`src/rtl/mem_arbiter.sv`:
```
// Round-robin arbiter between an instruction-fetch port and a data port that
// share one address-decode unit. Each request runs IDLE/RESP -> ACCESS -> RESP,
// so a new request can be accepted in the RESP cycle of the previous one.
module mem_arbiter (
   input  logic        clk,
   input  logic        rst_n,
   input  logic        i_req,
   input  logic [31:0] i_addr,
   output logic        i_ready,
   output logic        i_rvalid,
   output logic [31:0] i_rdata,
   output logic        i_fault,
   output logic        i_misaligned,
   input  logic        d_req,
   input  logic        d_we,
   input  logic [1:0]  d_unit,
   input  logic [31:0] d_addr,
   input  logic [31:0] d_wd,
   output logic        d_ready,
   output logic        d_rvalid,
   output logic [31:0] d_rdata,
   output logic        d_fault,
   output logic        d_misaligned,
   output logic        m_re,
   output logic        m_we,
   output logic [1:0]  m_rd_unit,
   output logic [1:0]  m_wd_unit,
   output logic [31:0] m_addr,
   output logic [31:0] m_wd,
   input  logic [31:0] m_rd,
   input  logic        m_access_fault,
   input  logic        m_addr_misaligned
);

   typedef enum logic [1:0] {ST_IDLE, ST_ACCESS, ST_RESP} state_t;

   state_t      state_q, state_d;
   logic        last_d_q, last_d_d;   // 1: data port won the last acceptance
   logic        port_d_q, port_d_d;   // 1: in-flight request belongs to data port
   logic        we_q, we_d;
   logic [1:0]  unit_q, unit_d;
   logic [31:0] addr_q, addr_d;
   logic [31:0] wd_q, wd_d;
   logic        i_rvalid_q, i_rvalid_d;
   logic [31:0] i_rdata_q, i_rdata_d;
   logic        i_fault_q, i_fault_d;
   logic        i_mis_q, i_mis_d;
   logic        d_rvalid_q, d_rvalid_d;
   logic [31:0] d_rdata_q, d_rdata_d;
   logic        d_fault_q, d_fault_d;
   logic        d_mis_q, d_mis_d;
   logic        can_accept;
   logic        grant_i;
   logic        grant_d;

   // Round-robin grant; readies are held low while reset is asserted
   always_comb begin
      can_accept = rst_n && (state_q != ST_ACCESS);
      grant_d    = can_accept && d_req && (!i_req || !last_d_q);
      grant_i    = can_accept && i_req && (!d_req || last_d_q);
      i_ready    = grant_i;
      d_ready    = grant_d;
   end

   // Next-state logic: ACCESS always lasts exactly one cycle
   always_comb begin
      state_d = state_q;
      case (state_q)
         ST_IDLE, ST_RESP: state_d = (grant_i || grant_d) ? ST_ACCESS : ST_IDLE;
         ST_ACCESS:        state_d = ST_RESP;
         default:          state_d = ST_IDLE;
      endcase
   end

   // Latch the accepted request and move the round-robin pointer on acceptance
   always_comb begin
      last_d_d = last_d_q;
      port_d_d = port_d_q;
      we_d     = we_q;
      unit_d   = unit_q;
      addr_d   = addr_q;
      wd_d     = wd_q;
      if (grant_d) begin
         last_d_d = 1'b1;
         port_d_d = 1'b1;
         we_d     = d_we;
         unit_d   = d_unit;
         addr_d   = d_addr;
         wd_d     = d_wd;
      end else if (grant_i) begin
         last_d_d = 1'b0;
         port_d_d = 1'b0;
         we_d     = 1'b0;
         unit_d   = 2'b10;
         addr_d   = i_addr;
         wd_d     = 32'h0;
      end
   end

   // Capture decode results into the owning port's response registers
   always_comb begin
      i_rvalid_d = 1'b0;
      i_rdata_d  = i_rdata_q;
      i_fault_d  = i_fault_q;
      i_mis_d    = i_mis_q;
      d_rvalid_d = 1'b0;
      d_rdata_d  = d_rdata_q;
      d_fault_d  = d_fault_q;
      d_mis_d    = d_mis_q;
      if (state_q == ST_ACCESS) begin
         if (port_d_q) begin
            d_rvalid_d = 1'b1;
            d_rdata_d  = we_q ? 32'h0 : m_rd;
            d_fault_d  = m_access_fault;
            d_mis_d    = m_addr_misaligned;
         end else begin
            i_rvalid_d = 1'b1;
            i_rdata_d  = m_rd;
            i_fault_d  = m_access_fault;
            i_mis_d    = m_addr_misaligned;
         end
      end
   end

   // State register; reset drops any in-flight request
   always_ff @(posedge clk or negedge rst_n) begin
      if (!rst_n) begin
         state_q    <= ST_IDLE;
         last_d_q   <= 1'b0;
         port_d_q   <= 1'b0;
         we_q       <= 1'b0;
         unit_q     <= 2'b00;
         addr_q     <= 32'h0;
         wd_q       <= 32'h0;
         i_rvalid_q <= 1'b0;
         i_rdata_q  <= 32'h0;
         i_fault_q  <= 1'b0;
         i_mis_q    <= 1'b0;
         d_rvalid_q <= 1'b0;
         d_rdata_q  <= 32'h0;
         d_fault_q  <= 1'b0;
         d_mis_q    <= 1'b0;
      end else begin
         state_q    <= state_d;
         last_d_q   <= last_d_d;
         port_d_q   <= port_d_d;
         we_q       <= we_d;
         unit_q     <= unit_d;
         addr_q     <= addr_d;
         wd_q       <= wd_d;
         i_rvalid_q <= i_rvalid_d;
         i_rdata_q  <= i_rdata_d;
         i_fault_q  <= i_fault_d;
         i_mis_q    <= i_mis_d;
         d_rvalid_q <= d_rvalid_d;
         d_rdata_q  <= d_rdata_d;
         d_fault_q  <= d_fault_d;
         d_mis_q    <= d_mis_d;
      end
   end

   // Decode-unit drive: only active in ACCESS, zero otherwise
   always_comb begin
      m_re      = 1'b0;
      m_we      = 1'b0;
      m_rd_unit = 2'b00;
      m_wd_unit = 2'b00;
      m_addr    = 32'h0;
      m_wd      = 32'h0;
      if (state_q == ST_ACCESS) begin
         m_re      = !we_q;
         m_we      = we_q;
         m_rd_unit = unit_q;
         m_wd_unit = unit_q;
         m_addr    = addr_q;
         m_wd      = wd_q;
      end
   end

   // Response outputs straight from registers
   always_comb begin
      i_rvalid     = i_rvalid_q;
      i_rdata      = i_rdata_q;
      i_fault      = i_fault_q;
      i_misaligned = i_mis_q;
      d_rvalid     = d_rvalid_q;
      d_rdata      = d_rdata_q;
      d_fault      = d_fault_q;
      d_misaligned = d_mis_q;
   end

endmodule

```
`config.mk`:
```
export PLATFORM = sky130hd
export DESIGN_NAME = mem_arbiter
export DESIGN_NICKNAME = d
export VERILOG_FILES = /design/src/rtl/mem_arbiter.sv
export SDC_FILE = /design/constraint.sdc
export NUM_CORES = 1
export LEC_CHECK = 0
export CAP_MARGIN = 0
export CORE_MARGIN = 10
export CORE_UTILIZATION = 40
export CTS_BUF_LIST = sky130_fd_sc_hd__clkbuf_4 sky130_fd_sc_hd__clkbuf_8
export CTS_CLUSTER_SIZE = 30
export DETAILED_ROUTE_END_ITERATION = 8
export PLACE_DENSITY = 0.87
export SETUP_SLACK_MARGIN = 0.2
export SYNTH_ARGS = -nofsm -noshare
export SYNTH_HDL_FRONTEND = slang
export SYNTH_SLANG_ARGS = --single-unit
export TNS_END_PERCENT = 20
```
`constraint.sdc`:
```
create_clock -name clk -period 2.05 [get_ports clk]
set_input_delay 0.3075 -clock clk [delete_from_list [all_inputs] [get_ports clk]]
set_output_delay 0.3075 -clock clk [all_outputs]
set_load 0.05 [all_outputs]
```
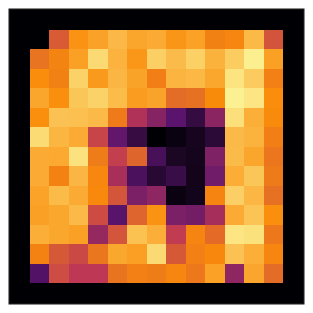
Fig. 1. Cell area per tile (run 1).
(2 px per um) 15 x 15 tiles, from black (low) to pale yellow (high), 0 to 100% covered.
The fullest tile reaches 97%. The emptiest ninth of the die: middle. The mean over all tiles is 50%. 38% of the tiles are over 75% full.

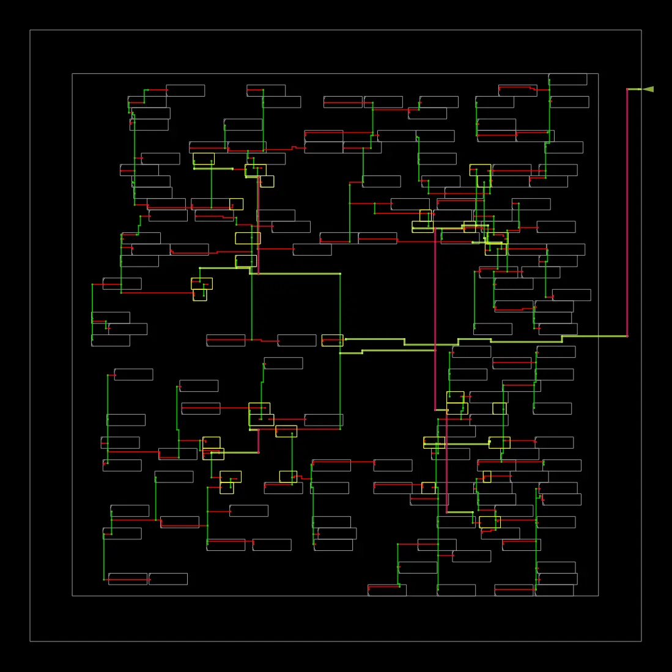
Fig. 2. Clock nets (run 1).
cts bufs inserted: 17
CTS sink count: 140
clock group power: 0.00216 W
Fin Clk Skew: 21.7 ps

==> deck_impl_summary.md, run 1 <==
Key Metrics from the Run

Status
  • Outcome: finished clean

Setup path
  • Critical path arrival: 1670 ps
  • Worst Setup SP: state_q[1]
  • Family with the most delay on the worst path: buffers and inverters
  • Reg-to-reg endpoint: wd_q[12]
  • CP Launch Type: flop
  • Crit Reg-Reg Startpoint: state_q[0]
  • Crit-path slowest cell: dfrtp_1
  • Buffer-and-inverter tally for the worst setup path: 3
  • CP Capture Type: primary output

Cells and area
  • ANT cells: 0
  • Most frequent logic cell in the layout: clkdlybuf4s50_1
  • Layout cells sized above 1: 0.254
  • Fillers: 1142
  • Reg area: 3500 um^2

Yosys
  • Yosys warning count: 0
  • Syn avg cell area: 10.8 um^2
  • Syn nets: 727
  • Cell count after synthesis: 590
  • Synthesized cell area: 6400 um^2
  • # Cells Yosys: 590
  • Post-synth seq share: 0.548

Floorplan
  • Die Wd: between 100 and 150 um
  • Fp util: 0.406
  • # IOs: 279
  • Core area: 15800 um^2
  • Die area: 21400 um^2

Clocking
  • CTS HTree Levels: 4
  • Clock root cell: clkbuf_8

GRT
  • Vias in the first global route: 6187
  • Global route hottest layer: met2
  • GRT Total Usage: 0.210
  • Initial antenna violation count: 0
  • Largest net degree at the start of global routing: approximately 70
  • Met2 Track Usage GR: 0.348
  • M1 GR Usage: 0.243
  • GR Util met3: 0.0791

Detailed routing
  • DRC Markers: 0
  • Detail Route Antenna Nets: 0
  • Routed len/inst: 21.6 um
  • Met3 WL: 2110 um
  • 1st-pass router iterations: 9
  • Met1 WL: between 9000 and 10000 um

Pwr
  • Leak: around 4.7 nW
  • Total power: 0.0134 W
  • Maximum vdd ir drop: 0.843 mV

Worst hold path
  • Worst hold stages: 3

STA
  • Fmax: 0.505 GHz
  • RSZ-0062 raised after global routing: true
  • Endpoints failing setup: 0
  • Worst slew margin: 0.513

Placed design
  • IO buf count: 278
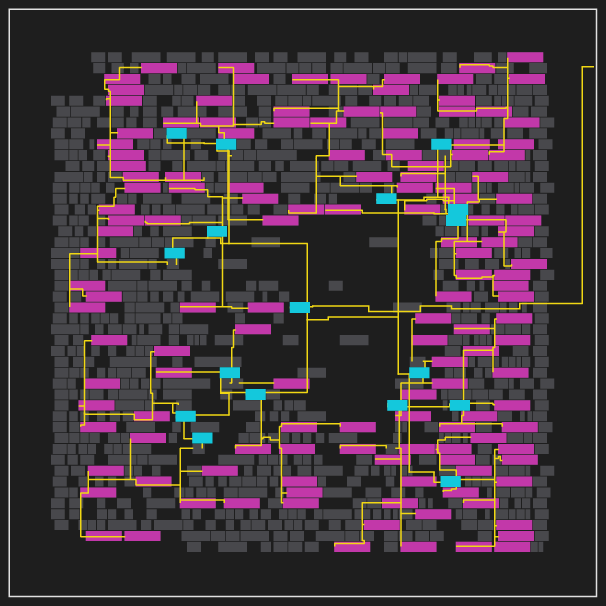
Fig. 3. Routed clock nets over the placement (run 1).
(4 px per um)
Key: magenta = flip-flops [count 140]; cyan = cells driving clock nets [count 17]; yellow = clock wires [length 1840 um]
There are 18 routed clock nets.

[run 1: registers in the layout, indices dropped and copies added, names as in the netlist]
signal and count:
i_misaligned 1, we_q 1, i_rvalid 1, addr_q 32
d_fault 1, d_rdata 32, port_d_q 1, wd_q 32
i_rdata 32, state_q 2, unit_q 2, d_rvalid 1
i_fault 1, d_misaligned 1
[run 1: synth_stat cells]
| cell type | number | area [um^2] |
|---|---|---|
| dfrtp_1 | 140 | 3500 |
| nand2b_1 | 33 | 206 |
| nor3_1 | 1 | 5.00 |
| clkbuf_1 | 35 | 131 |
| inv_1 | 4 | 15.0 |
| nor3_4 | 1 | 16.3 |
| a31oi_1 | 64 | 400 |
| buf_2 | 21 | 105 |
| nor2_4 | 1 | 11.3 |
| nor2_1 | 3 | 11.3 |
| and3_1 | 1 | 6.26 |
| nand3b_1 | 1 | 7.51 |
| and2_1 | 68 | 425 |
| or2_1 | 1 | 6.26 |
| o21ai_0 | 32 | 160 |
| nand2_1 | 33 | 124 |
| inv_2 | 1 | 3.75 |
| a21bo_1 | 1 | 10.0 |
| mux2_2 | 36 | 405 |
| buf_6 | 3 | 33.8 |
| o31ai_1 | 32 | 240 |
| a2bb2oi_1 | 1 | 8.76 |
| a21oi_1 | 2 | 10.0 |
| buf_1 | 3 | 11.3 |
| a22o_1 | 34 | 298 |
| nand4_1 | 32 | 200 |
| buf_4 | 4 | 30.0 |
| nand3_1 | 2 | 10.0 |
[run 1: cell type report]
cell class / instances / area share
Timing Repair Buffer: 321 / 0.376
Sequential cell: 140 / 0.319
Multi-Input combinational cell: 379 / 0.243
Tap cell: 216 / 0.0246
Clock buffer: 17 / 0.0213
Clock inverter: 15 / 0.0134
Inverter: 5 / 0.00239
Timing Repair inverter: 1 / 0.000569
[run 1: worst min-delay path, stage by stage]
cell and delay, ps:
buf_6 140, a31oi_1 150, a31oi_1 50
[run 1: cells by family after synthesis]
| family | share of synthesized area |
|---|---|
| flops | 0.548 |
| compound gates | 0.176 |
| simple gates | 0.161 |
| buf+inv | 0.0516 |
| mux | 0.0634 |
[run 1: power breakdown]
| part | total, W | internal [W] | leakage (nW) | switching (W) |
|---|---|---|---|---|
| registers | 0.00421 | 0.00369 | 1.70 | 0.000520 |
| logic | 0.00706 | 0.00270 | 2.81 | 0.00436 |
| clock network | 0.00216 | 0.000902 | 0.190 | 0.00126 |
| total | 0.0134 | 0.00729 | 4.71 | 0.00614 |
[run 1: what timing repair did]
action / in CTS / in global routing
hold buffers: 2 / 0
pin swaps: 2 / 1
endpoints found under the setup margin: 142 / 141
gates resized: 27 / 17
cloned: 6 / 1
buffers inserted: 7 / 4
endpoints found under the hold margin: 14 / 0
[run 1: per-stage QoR]
| stage | setup slack (ps) | hold WS, ps | area [um^2] | utilization | std cells |
|---|---|---|---|---|---|
| floorplan | 55.8 | 11.9 | 6410 | - | 590 |
| global placement | 224 | 197 | 10200 | 0.647 | 1042 |
| detailed placement | 139 | 200 | 10200 | 0.647 | 1042 |
| CTS | 50.2 | 210 | 10900 | 0.690 | 1089 |
| global route | 4.08 | 250 | 11000 | 0.697 | 1094 |
| finish | 71.6 | 253 | 11000 | 0.697 | 1094 |
## Run 2: what changed since run 1
--- a/config.mk
+++ b/config.mk
@@ -5,7 +5,7 @@
 export SDC_FILE = /design/constraint.sdc
 export NUM_CORES = 1
 export LEC_CHECK = 0
-export CAP_MARGIN = 0
+export CAP_MARGIN = 25
 export CORE_MARGIN = 10
 export CORE_UTILIZATION = 40
 export CTS_BUF_LIST = sky130_fd_sc_hd__clkbuf_4 sky130_fd_sc_hd__clkbuf_8
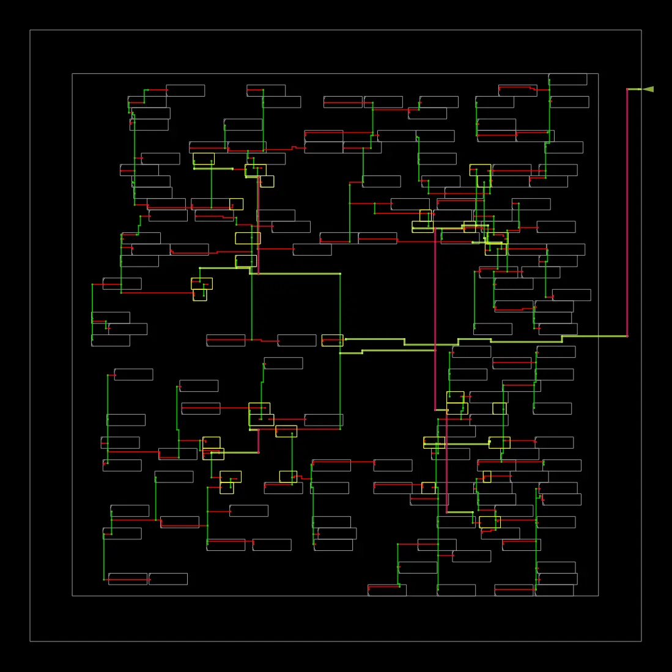
Fig. 4. Clock nets (run 2).
FF+latch count: 140
clk_lat worst skew: 450 ps

==> deck_impl_summary.md, run 2 <==
Key Metrics from the Run

Detailed routing
  • 1st-pass router iterations: 9
  • Routed len/inst: 21.6 um
  • DRC Markers: 0
  • Met3 WL: 2110 um
  • Vias: 5960
  • Detail Route Antenna Nets: 0
  • Met1 WL: 9170 um

Yosys
  • Commonest flop: dfrtp_1
  • Yosys warning count: 0
  • Top area cell types: dfrtp_1 55%, and2_1 6.7%, mux2_2 6.3%, a31oi_1 6.3%, a22o_1 4.7%
  • Async set or reset register ratio after synthesis: 1.00
  • Count leader, synth: dfrtp_1
  • Library cells used by synthesis: 28
  • Cell count after synthesis: between 500 and 600
  • Synth cell count leaders: 140 x dfrtp_1, 68 x and2_1, 64 x a31oi_1
  • Syn avg cell area: 10.8 um^2
  • Post-synth seq share: 0.548
  • Area fraction of the dominant cell type after synthesis: 0.548
  • Synthesized cell area: approximately 6400 um^2
  • # Cells Yosys: 590
  • Post-synth EDFFs: 0
  • Syn nets: between 700 and 800

GRT
  • Vias in the first global route: 6187
  • GR Overflow Total: 0
  • GRT Total Usage: 0.210
  • Largest net degree at the start of global routing: 70
  • Initial antenna violation count: 0

Cells and area
  • Layout area overhead: 71.9%
  • ANT cells: 0
  • Layout cells sized above 1: 0.254
  • Most common logic cells in the final layout: 194 x clkdlybuf4s50_1, 140 x dfrtp_1, 84 x buf_12
  • Most frequent logic cell in the layout: clkdlybuf4s50_1
  • Fillers: between 1000 and 1500
  • Util after Layout: 0.697

STA
  • RSZ-0062 raised after global routing: true
  • Fmax: 0.505 GHz
  • Worst slew margin: 0.513
  • WHS: 253 ps
  • Endpoints failing setup: 0
  • Fin Clk Skew: 21.7 ps

Placed design
  • IO buf count: 278
  • Hpwl dp: 16400 um

Clocking
  • CTS sink count: between 100 and 150
  • Clock root cell: clkbuf_8
  • CTS HTree Levels: 4
  • Cts bufs inserted: 17

Floorplan
  • Fp util: 0.406
  • # IOs: 279
  • Die area: between 20000 and 25000 um^2
  • Core area: roughly 16000 um^2
  • Die Wd: 146 um

Pwr
  • Total power: 0.0134 W
  • Leak: 4.71 nW
  • Maximum vdd ir drop: 0.843 mV

Worst hold path
  • Worst hold stages: 3

Setup path
  • CP Capture Type: primary output
  • CP Launch Type: flop
  • Critical path arrival: 1670 ps

Status
  • Outcome: finished clean
[run 2: cell counts in the layout (fill, tap and decap cells not counted)]
Identical to the previous run, type by type.
[run 2: area by class of cell]
type / count / area [um^2] / share of cell area
Clock buffer: 17 / 234 / 0.0213
Clock inverter: 15 / 148 / 0.0134
Inverter: 5 / 26.3 / 0.00239
Multi-Input combinational cell: 379 / 2670 / 0.243
Sequential cell: 140 / 3500 / 0.319
Tap cell: 216 / 270 / 0.0246
Timing Repair Buffer: 321 / 4140 / 0.376
Timing Repair inverter: 1 / 6.26 / 0.000569
[run 2: power by group]
part	switching (W)	total, W	internal, W
clock	0.00126	0.00216	0.000902
sequential	0.000520	0.00421	0.00369
combinational	0.00436	0.00706	0.00270
total	0.00614	0.0134	0.00729
[run 2: path summary, 6_finish.rpt]
kind,startpoint,to,slack (ps)
setup reg to reg,state_q[0],wd_q[12],350
min in group asynchronous,rst_n,addr_q[15],590
hold / removal,rst_n,addr_q[19],250
hold reg to reg,d_rdata[26],d_rdata[26],480
max in group asynchronous,rst_n,wd_q[16],670
setup / recovery,state_q[1],m_addr[23],70
[run 2: metrics by stage]
step,setup slack (ps),cell area (um^2),cells
floorplan,55.8,6410,590
global placement,224,10200,1042
detailed placement,139,10200,1042
CTS,50.2,10900,1089
global route,4.08,11000,1094
finish,71.6,11000,1094
[run 2: kinds of logic after synthesis]
logic type             count (synthesis)  synth area share
AOI/OAI and AO/OA                    166             0.176
muxes                                 36            0.0634
DFF                                  140             0.548
buffers and inverters                 71            0.0516
and+or+nand+nor                      177             0.161
[run 2: what timing repair did]
item,in CTS,in global routing
buffers inserted,7,4
gates cloned,6,1
pin swaps,2,1
resized,27,17
setup endpoints to repair,142,141
endpoints found under the hold margin,14,0
hold buffers,2,0
[run 2: worst max-delay path, cell delays in order (launching register included)]
cell and delay (ps):
dfrtp_1 380, nand2b_4 200, inv_8 140, buf_4 180, and2_1 190, buf_12 150
[run 2: layer usage]
layer / vias to the layer above / GRT usage
met5: - / 0
met3: 34 / 0.0791
met2: 287 / 0.348
met1: 2939 / 0.243
li1: 2700 / -
met4: 0 / 0.0811
Power is estimated from default activity; no workload was simulated.
